<file path="src/rtl/el2_exu_alu_result_collector.sv">
// Rebuilds serialized ALU result packets from NoC flits and queues them in a 2-entry FWFT FIFO.
// Define ALU_RCV_ERRCNT_EN to get a saturating framing-error counter on err_count.
module el2_exu_alu_result_collector #(
    parameter int unsigned PACKET_BITS    = 128,
    parameter int unsigned FLIT_DATA_BITS = 32,
    parameter int unsigned NUM_FLITS      = PACKET_BITS / FLIT_DATA_BITS
) (
    input  logic                      clk,
    input  logic                      rst_l,
    input  logic                      flush,
    input  logic                      flit_valid,
    input  logic                      flit_head,
    input  logic                      flit_tail,
    input  logic [FLIT_DATA_BITS-1:0] flit_data,
    output logic                      flit_ready,
    output logic                      pkt_valid,
    output logic [PACKET_BITS-1:0]    pkt_data,
    input  logic                      pkt_ready,
    output logic [7:0]                err_count
);

    localparam int unsigned IdxW = $clog2(NUM_FLITS);
    localparam logic [IdxW-1:0] LastIdx = IdxW'(NUM_FLITS - 1);

    typedef enum logic [0:0] {StIdle, StCollect} state_e;

    state_e                 state_q, state_d;
    logic [IdxW-1:0]        idx_q, idx_d;
    logic [PACKET_BITS-1:0] asm_q, asm_d;
    logic [PACKET_BITS-1:0] mem_q [2];
    logic                   wr_ptr_q, rd_ptr_q;
    logic [1:0]             count_q;
    logic                   fire, push, pop;

    assign flit_ready = (count_q != 2'd2);
    assign pkt_valid  = (count_q != 2'd0);
    assign pkt_data   = mem_q[rd_ptr_q];
    assign fire       = flit_valid && flit_ready && !flush;
    assign pop        = pkt_valid && pkt_ready && !flush;

    always_comb begin
        state_d = state_q;
        idx_d   = idx_q;
        asm_d   = asm_q;
        push    = 1'b0;
        if (flush) begin
            state_d = StIdle;
            idx_d   = '0;
        end else if (fire) begin
            unique case (state_q)
                StIdle: begin
                    if (flit_head && !flit_tail) begin
                        asm_d[FLIT_DATA_BITS-1:0] = flit_data;
                        idx_d   = IdxW'(1);
                        state_d = StCollect;
                    end
                end
                StCollect: begin
                    if (flit_head) begin
                        // Partial packet is abandoned; a bare head restarts assembly.
                        if (!flit_tail) begin
                            asm_d[FLIT_DATA_BITS-1:0] = flit_data;
                            idx_d = IdxW'(1);
                        end else begin
                            state_d = StIdle;
                            idx_d   = '0;
                        end
                    end else if (flit_tail) begin
                        if (idx_q == LastIdx) begin
                            asm_d[int'(idx_q)*FLIT_DATA_BITS +: FLIT_DATA_BITS] = flit_data;
                            push = 1'b1;
                        end
                        state_d = StIdle;
                        idx_d   = '0;
                    end else if (idx_q != LastIdx) begin
                        asm_d[int'(idx_q)*FLIT_DATA_BITS +: FLIT_DATA_BITS] = flit_data;
                        idx_d = idx_q + IdxW'(1);
                    end else begin
                        state_d = StIdle;
                        idx_d   = '0;
                    end
                end
                default: begin
                    state_d = StIdle;
                    idx_d   = '0;
                end
            endcase
        end
    end

    always_ff @(posedge clk or negedge rst_l) begin
        if (!rst_l) begin
            state_q <= StIdle;
            idx_q   <= '0;
            asm_q   <= '0;
        end else begin
            state_q <= state_d;
            idx_q   <= idx_d;
            asm_q   <= asm_d;
        end
    end

    always_ff @(posedge clk or negedge rst_l) begin
        if (!rst_l) begin
            for (int i = 0; i < 2; i++) mem_q[i] <= '0;
            wr_ptr_q <= 1'b0;
            rd_ptr_q <= 1'b0;
            count_q  <= 2'd0;
        end else if (flush) begin
            wr_ptr_q <= 1'b0;
            rd_ptr_q <= 1'b0;
            count_q  <= 2'd0;
        end else begin
            if (push) begin
                mem_q[wr_ptr_q] <= asm_d;
                wr_ptr_q        <= ~wr_ptr_q;
            end
            if (pop) rd_ptr_q <= ~rd_ptr_q;
            if (push && !pop)      count_q <= count_q + 2'd1;
            else if (!push && pop) count_q <= count_q - 2'd1;
        end
    end

`ifdef ALU_RCV_ERRCNT_EN
    logic       err_event;
    logic [7:0] err_q;

    always_comb begin
        err_event = 1'b0;
        if (fire) begin
            if (state_q == StIdle) begin
                err_event = !flit_head || flit_tail;
            end else if (flit_head) begin
                err_event = 1'b1;
            end else if (flit_tail) begin
                err_event = (idx_q != LastIdx);
            end else begin
                err_event = (idx_q == LastIdx);
            end
        end
    end

    always_ff @(posedge clk or negedge rst_l) begin
        if (!rst_l) begin
            err_q <= 8'd0;
        end else if (err_event && err_q != 8'hff) begin
            err_q <= err_q + 8'd1;
        end
    end

    assign err_count = err_q;
`else
    assign err_count = 8'd0;
`endif

endmodule

</file>
<file path="config.mk">
export PLATFORM = sky130hd
export DESIGN_NAME = el2_exu_alu_result_collector
export DESIGN_NICKNAME = d
export VERILOG_FILES = /design/src/rtl/el2_exu_alu_result_collector.sv
export SDC_FILE = /design/constraint.sdc
export NUM_CORES = 1
export LEC_CHECK = 0
export CORE_MARGIN = 5
export CORE_UTILIZATION = 35
export DETAILED_ROUTE_END_ITERATION = 8
export SYNTH_ARGS = -nofsm -noshare
export SYNTH_HDL_FRONTEND = slang
export SYNTH_SLANG_ARGS = --single-unit
export TNS_END_PERCENT = 50
</file>
<file path="constraint.sdc">
create_clock -name clk -period 3.4 [get_ports clk]
set_clock_uncertainty 0.05 [all_clocks]
set_input_delay 0.34 -clock clk [delete_from_list [all_inputs] [get_ports clk]]
set_output_delay 0.34 -clock clk [all_outputs]
set_load 0.02 [all_outputs]
</file>
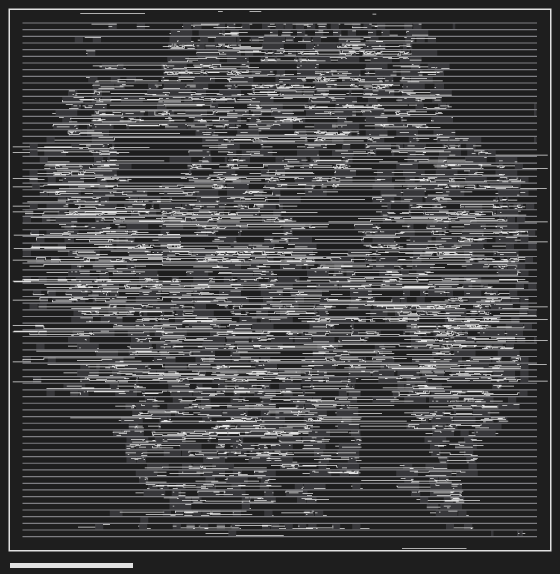
Fig. 1. The metal 1 layer (run 1).
Bar = 50 um. Supply wires on this layer in grey.
wire length on this layer = 18600 um
longest straight run = 69.0 um
nets with wire on the layer = 1289
final wirelength: 40.8 mm
Vias: 9602

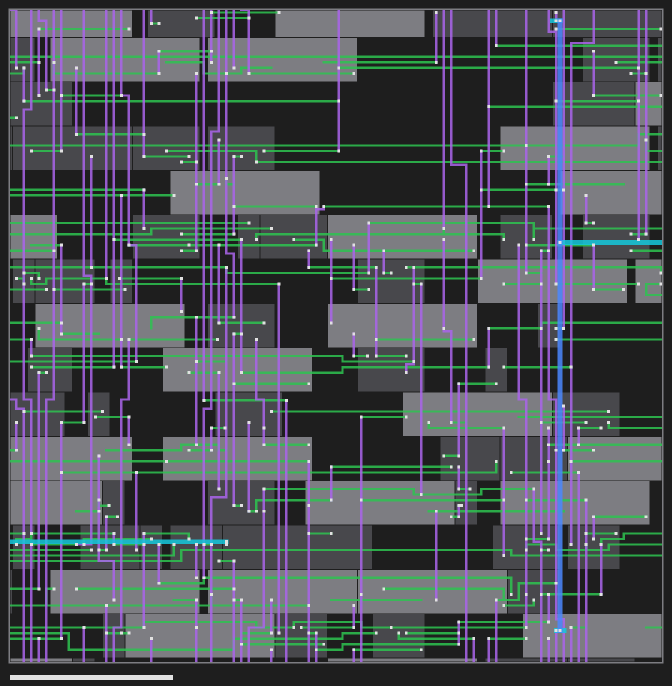
Fig. 2. A small window of the routed layout (run 1).
Bar = 10 um. Region (90, 46) to (130, 86) um. Cells in grey, sequential cells in the stronger grey; small squares are vias.
blue -> M4
cyan -> M3
purple -> M2
green -> M1
netlist names of flops here include = `mem_q` (13), `asm_q` (11)
sequential cells in the window = 24
cells with their middle in the window = 67
most frequent = dfrtp_1 (24), mux2_2 (16)

==> results.toml, run 1 <==
# generated from flow reports
[synth]
ys_cells = 1203
ys_sh_mux_pct = 27.5
synth.most_common_cell = "dfrtp_1"
edf_count = 0
synth_cell_type_count = 37
synth-area-yosys_sq_mm = 0.0155
ys_seq_share_pct = 58.1
synth_adder_area_share_pct = 0.405
syn-cell-area_sq_mm = 0.0155
top_cell_area_share_pct = 58.1
synth-simple-area-share_pct = 5.29
flop_cell = "dfrtp_1"
top_cells_by_area = "dfrtp_1 (58%), mux2_2 (23%), mux2i_1 (4.1%)"
top_area_cell = "dfrtp_1"
syn_avg_cell_area_sq_um = 12.9
async_flop_share_pct = 100
synthTopLogicFamily = "multiplexers"
synthCells = 1203
common_cells = "dfrtp_1 (359), mux2_2 (320), nand2_1 (166)"
yosys.area_share.xor_xnor_pct = 0.227
aoi_share_pct = 4.46

[finish]
top_regs = "mem_q (256), asm_q (96)"
regArea_sq_mm = 0.00899
clock_buffer_count = 60
fin_util_pct = 43.9
num-multi-input-gates = 702
synthToLayoutAreaGrowth_pct = 24.8
layout.nonclk_buf_share_pct = 10.8
seq_share_pct = 46.6
fill_cells = 4104
n_all_buffers = 195
final_cell_area_sq_mm = 0.0193
instances_no_fill = 1989
comb_area_share_pct = 30.7
flops = 359
final_cell_mix = "dfrtp_1 (358), mux2_2 (320), clkdlybuf4s50_1 (167)"
logic_area_sq_mm = 0.00593
clock_area_share_pct = 6.74
n_all_inverters = 69
drive_gt1_share_pct = 30.3
layout_top_cell = "dfrtp_1"
largest_cell_class = "flip-flops and latches"
largest_reg_flops = 256

[route]
wl_met3_mm = 1.91
wl_met1_mm = 18.6
drt_iter0_drc = 514
first_pass_iters = 6
ant_nets = 0
drc_errors = 0
vias_per_cell = 4.83
met2WireLength_mm = 19.5
wl_per_cell_um = 20.5
top_layer_used = "met4"

[critical_path]
worstSetupPathType = "flip-flop to primary output"
crit_chain = "buf_12, mux2_2, clkdlybuf4s50_1"
timing.rr.start = "idx_q[0]"
rr_endpoint = "mem_q[180]"
arrival_ns = 2.41
required_ns = 3.01
cp_slowest_cell = "clkdlybuf4s50_1"
cp-endpoint = "pkt_data[61]"
crit_fanout = 68
end_kind = "primary output"
crit_path_start_kind = "flip-flop"
setup.worst_path.start = "rd_ptr_q"
cpPeakStageDelay_ns = 0.56
critical-path-top-delay-family = "buffers and inverters"
reg2reg_depth = 7
reg2reg_slack_ns = 0.63
crit_cells = 3

[sta]
finalWorstSetupSlack_ns = 0.601
post-route-min-period_ns = 2.80
slew_headroom_pct = 48.3
max_freq_mhz = 357
worst_slew_pin_slew_ns = 0.772
slew_viol_final = 0
fin_setup_tns_ns = 0
rsz0062_at_grt = "false"
fin_crit_sh_pct = 82.3
hold_ws_ns = 0.329
setup_viol = 0

[placement]
place_congestion = 0.756
place_ws_ns = 0.285
dp_cells = 1916
place_area_sq_mm = 0.0180
port_buffers = 168
place_hpwl_mm = 26.8

[power_and_ir_drop]
p_comb_w = 0.000400
pwr-share-comb_pct = 4.4
switchingPower_w = 0.00201
powerClk_w = 0.00425
p_sw_share_pct = 22.2
sequentialPower_w = 0.00440
powerDensity_mw_per_mm2 = 469
p_leak_nw = 9.57
ir_drop_v = 0.000304
total_power_w = 0.00905
intPower_w = 0.00704

[die]
die_y_um = 220
core_area_sq_mm = 0.0439
placementRows = 77
ios = 177
fp-utilization_pct = 35.2
chip_area_sq_mm = 0.0485

[cts]
post_cts_buffers = 0
cts.sinks = 359
h-tree-depth = 2
cts-root-buf = "clkbuf_16"
cts_tree = "done"
cts_buffers = 40
postCtsHoldBufs = 1
clk_transition_reported_paths_ns = 0.06

[hold_path]
min_path_type = "input pin to asynchronous set/reset pin"

[global_route]
grt_pass1_wl_mm = 63.1
use_met3_pct = 2.87
top_usage_layer = "met2"
use_met1_pct = 23.9
grt_util_all_layers_pct = 17.0
grt_pass1_vias = 10200

[flow_run]
tool_warnings = 30

[run_status]
status = "complete, no violations"
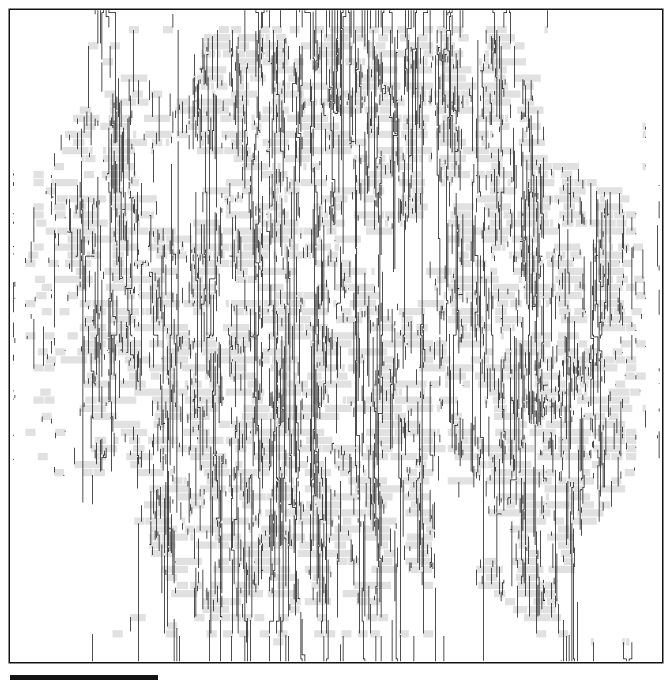
Fig. 3. The metal 2 layer (run 1).
Bar = 50 um.
nets with wire on the layer = 1239
longest straight run = 101 um
GR Layer Usage met2: 27.5%

==> run 1 -> run 2 <==
Clock period 3.4 ns to 2.3 ns, I/O delays scaled along.
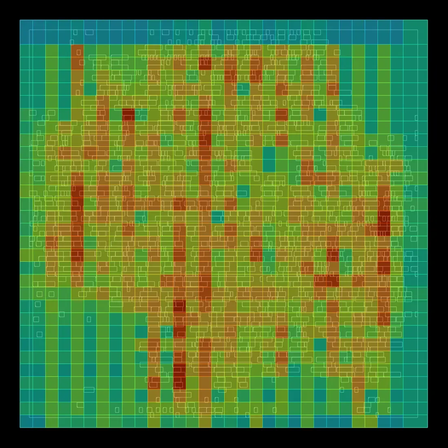
Fig. 4. Routing congestion (run 2).
Tot GR Track Use: 17.4%
busiest layer in global routing: met2
global-route track usage on met3: 2.68%

==> run 2 against run 1 <==
The flow now finishes with violations (negative setup slack). Die area did not move. Critical path depth is 2 higher. First-iteration DRC count increased by 23%. Sequential power grew 48%. Register-to-register slack got worse by 0.52 ns. Flip-flop count is the same. Hold slack got worse by 0.15 ns. Sequential share of layout area decreased by 1.2 points. Synthesized area unchanged. Largest cell class unchanged. Largest power group is now the clock network. Highest routed layer unchanged.
==> results.toml, run 2 <==
# generated from flow reports
[die]
core_area_sq_mm = 0.0439
fp-utilization_pct = 35.2
chip_area_sq_mm = 0.0485
die_y_um = 220
taps = 592
ios = 177
placementRows = 77

[cts]
post_cts_buffers = 3
postCtsHoldBufs = 1
cts-root-buf = "clkbuf_16"
cts_buffers = 41
clockBufferDepth = 3
cts.sinks = 359
clk_transition_reported_paths_ns = 0.06
cts_tree = "done"
h-tree-depth = 2

[finish]
largest_reg_flops = 256
drive_gt1_share_pct = 40.1
antenna_cells = 0
instances_no_fill = 2040
flops = 359
final_cell_area_sq_mm = 0.0198
fill_cells = 4089
largest_cell_class = "flip-flops and latches"
final_cell_mix = "dfrtp_1 (358), mux2_2 (312), nand2_1 (166)"
comb_area_share_pct = 30.3
nNetsFinal = 1460
n_all_buffers = 243
layout_top_cell = "dfrtp_1"
n_all_inverters = 69
top_regs = "mem_q (256), asm_q (96)"
clock_area_share_pct = 7.08
fin_util_pct = 45.0
synthToLayoutAreaGrowth_pct = 28.0
num-multi-input-gates = 702
regArea_sq_mm = 0.00899
layout.nonclk_buf_share_pct = 12.1
logic_area_sq_mm = 0.00600
clock_buffer_count = 60
seq_share_pct = 45.4

[placement]
place_area_sq_mm = 0.0184
dp_cells = 1952
place_congestion = 0.785
place_hpwl_mm = 28.6
port_buffers = 168
place_ws_ns = -0.196

[critical_path]
crit_chain = "buf_12, buf_12, buf_16, mux2_4, buf_6"
crit_fanout = 19
timing.rr.start = "count_q[1]"
reg2reg_depth = 8
critical-path-top-delay-family = "buffers and inverters"
arrival_ns = 2.03
setup.worst_path.start = "rd_ptr_q"
reg2reg_slack_ns = 0.11
worstSetupPathType = "flip-flop to primary output"
cpPeakStageDelay_ns = 0.50
required_ns = 2.02
end_kind = "primary output"
cp-endpoint = "pkt_data[37]"
crit_cells = 5
rr_endpoint = "mem_q[48]"
crit_path_start_kind = "flip-flop"
cp_slowest_cell = "dfrtp_4"

[synth]
synth-area-yosys_sq_mm = 0.0155
syn_avg_cell_area_sq_um = 12.9
top_area_cell = "dfrtp_1"
syn-cell-area_sq_mm = 0.0155
top_cell_area_share_pct = 58.1
top_cells_by_area = "dfrtp_1 (58%), mux2_2 (23%), mux2i_1 (4.1%)"
aoi_share_pct = 4.46
ys_seq_share_pct = 58.1
flop_cell = "dfrtp_1"
ys_sh_mux_pct = 27.5
synthTopLogicFamily = "multiplexers"
synth-simple-area-share_pct = 5.29
async_flop_share_pct = 100
yosys.area_share.xor_xnor_pct = 0.227
synth_cell_type_count = 37
synth.most_common_cell = "dfrtp_1"
synth_adder_area_share_pct = 0.405
synthCells = 1203
ys_cells = 1203
common_cells = "dfrtp_1 (359), mux2_2 (320), nand2_1 (166)"
edf_count = 0

[power_and_ir_drop]
p_sw_share_pct = 21.6
p_leak_nw = 10.3
total_power_w = 0.0138
pwr-share-clk_pct = 48.4
powerDensity_mw_per_mm2 = 697
intPower_w = 0.0108
pwr-share-comb_pct = 4.5
powerClk_w = 0.00668
sequentialPower_w = 0.00650
p_comb_w = 0.000620
switchingPower_w = 0.00298
ir_drop_v = 0.000465

[sta]
fin_setup_tns_ns = -0.0380
rsz0062_at_grt = "true"
worst_slew_pin_slew_ns = 0.501
slew_headroom_pct = 66.5
finalWorstSetupSlack_ns = -0.0102
max_freq_mhz = 433
setup_viol = 6
hold_ws_ns = 0.177
fin_crit_sh_pct = 100
post-route-min-period_ns = 2.31
slew_viol_final = 0

[route]
met2WireLength_mm = 20.1
ant_nets = 0
wl_met1_mm = 19.7
wirelength_mm = 42.7
drc_errors = 0
first_pass_iters = 4
top_layer_used = "met4"
via_count = 9794
wl_per_cell_um = 20.9
wl_met3_mm = 1.81
drt_iter0_drc = 631
vias_per_cell = 4.80

[run_status]
violations = "negative setup slack"
status = "complete, but fails checks"

[global_route]
grt_pass1_vias = 10300
grt_max_degree = 81
grtUsageMet2_pct = 28.0
grt_pass1_wl_mm = 64.4
use_met1_pct = 24.5

[hold_path]
min_path_type = "input pin to asynchronous set/reset pin"

[flow_run]
tool_warnings = 33
==> run 2 -> run 3 <==
--- a/config.mk
+++ b/config.mk
@@ -7,5 +7,5 @@
 export LEC_CHECK = 0
-export CORE_MARGIN = 5
 export CORE_UTILIZATION = 35
 export DETAILED_ROUTE_END_ITERATION = 8
+export SLEW_MARGIN = 20
 export SYNTH_ARGS = -nofsm -noshare
--- a/constraint.sdc
+++ b/constraint.sdc
@@ -4,2 +4,2 @@
 set_output_delay 0.23 -clock clk [all_outputs]
-set_load 0.02 [all_outputs]
+set_load 0.005 [all_outputs]
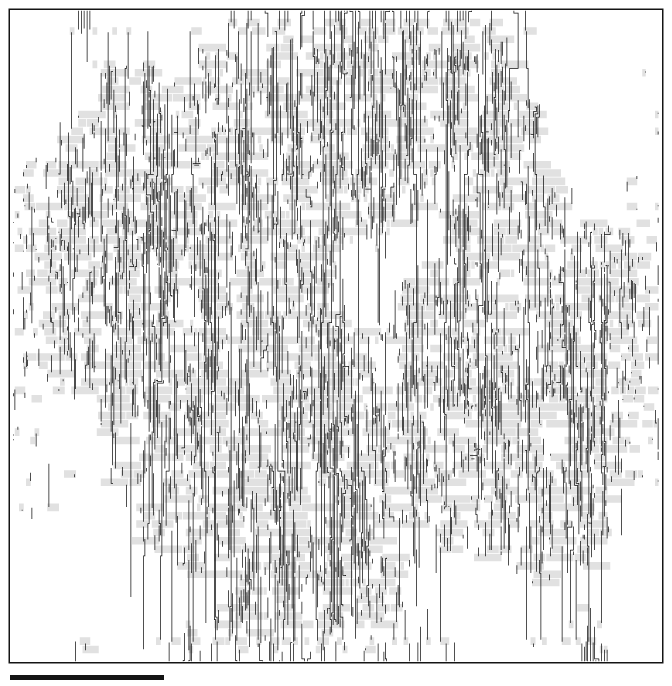
Fig. 5. The metal 2 layer (run 3).
Bar = 50 um.
GR Layer Usage met2: 30.2%
Vias: 9941
final wirelength: 42.2 mm

==> run 3 against run 2 <==
Highest routed layer unchanged. The flow still finishes with violations (negative setup slack). First-iteration DRC count fell by 16%. Clock power is 2% higher. Critical path depth unchanged. Count of clock-buffer cells in the layout decreased by 4. Largest power group unchanged. Hold slack worse by 0.078 ns.
==> results.toml, run 3 <==
# generated from flow reports
[run_status]
status = "complete, but fails checks"
violations = "negative setup slack"

[finish]
largest_reg_flops = 256
layout_top_cell = "dfrtp_1"
top_regs = "mem_q (256), asm_q (96)"
num-multi-input-gates = 702
seq_share_pct = 44.6
largest_cell_class = "flip-flops and latches"
clock_area_share_pct = 6.97
synthToLayoutAreaGrowth_pct = 30.4
drive_gt1_share_pct = 37.7
instances_no_fill = 2038
fill_cells = 3976
final_cell_area_sq_mm = 0.0202
regArea_sq_mm = 0.00899
antenna_cells = 0
layout.nonclk_buf_share_pct = 13.3
fin_util_pct = 46.5
final_cell_mix = "dfrtp_1 (358), mux2_2 (290), nand2_1 (166)"
n_all_buffers = 254
n_all_inverters = 69

[synth]
top_cell_area_share_pct = 58.1
synth-simple-area-share_pct = 5.29
synthCells = 1203
synthTopLogicFamily = "multiplexers"
ys_sh_mux_pct = 27.5
syn-cell-area_sq_mm = 0.0155
syn_avg_cell_area_sq_um = 12.9
synth_adder_area_share_pct = 0.405
aoi_share_pct = 4.46
async_flop_share_pct = 100
ys_cells = 1203
synth.most_common_cell = "dfrtp_1"
common_cells = "dfrtp_1 (359), mux2_2 (320), nand2_1 (166)"
ys_seq_share_pct = 58.1
top_cells_by_area = "dfrtp_1 (58%), mux2_2 (23%), mux2i_1 (4.1%)"
yosys.area_share.xor_xnor_pct = 0.227
edf_count = 0
flop_cell = "dfrtp_1"
top_area_cell = "dfrtp_1"

[critical_path]
critical-path-top-delay-family = "buffers and inverters"
setup.worst_path.start = "rd_ptr_q"
reg2reg_slack_ns = 0.10
cp_slowest_cell = "dfrtp_4"
rr_endpoint = "mem_q[154]"
crit_chain = "buf_16, buf_12, buf_4, mux2_2, dlygate4sd2_1"
arrival_ns = 2.18
cp-endpoint = "pkt_data[34]"
crit_fanout = 6
crit_cells = 5
end_kind = "primary output"
reg2reg_depth = 8
worstSetupPathType = "flip-flop to primary output"
required_ns = 2.02

[die]
fp-utilization_pct = 35.7
placementRows = 76
ios = 177
taps = 585
core_area_sq_mm = 0.0434
die_y_um = 212

[global_route]
grt_pass1_wl_mm = 64.4
use_met3_pct = 3.03
grt_util_all_layers_pct = 19.2
use_met1_pct = 27.0
grt_max_degree = 86
grt_pass1_vias = 10300

[placement]
place_ws_ns = -0.215
place_area_sq_mm = 0.0185
place_congestion = 0.787
place_hpwl_mm = 27.9
port_buffers = 168

[route]
wl_per_cell_um = 20.7
drt_iter0_drc = 529
first_pass_iters = 5
ant_nets = 0
drc_errors = 0
wl_met1_mm = 19.3
wl_met3_mm = 1.92

[sta]
slew_headroom_pct = 55.4
hold_ws_ns = 0.0995
fin_setup_tns_ns = -3.51
max_freq_mhz = 407
setup_viol = 36
fin_crit_sh_pct = 107
worst_slew_pin_slew_ns = 0.668
finalWorstSetupSlack_ns = -0.156
post-route-min-period_ns = 2.46

[power_and_ir_drop]
switchingPower_w = 0.00305
pwr-share-comb_pct = 4.6
p_sw_share_pct = 21.9
ir_drop_v = 0.000425
powerDensity_mw_per_mm2 = 692
total_power_w = 0.0139
p_comb_w = 0.000636
sequentialPower_w = 0.00650
pwr-share-clk_pct = 48.8
powerClk_w = 0.00681

[cts]
cts.sinks = 359
postCtsHoldBufs = 1
cts_buffers = 40
cts-root-buf = "clkbuf_16"
clockBufferDepth = 3
clk_transition_reported_paths_ns = 0.06

[hold_path]
min_path_type = "input pin to asynchronous set/reset pin"

[flow_run]
tool_warnings = 33
Power figures rest on the tool's default switching activity, not on a simulated workload.
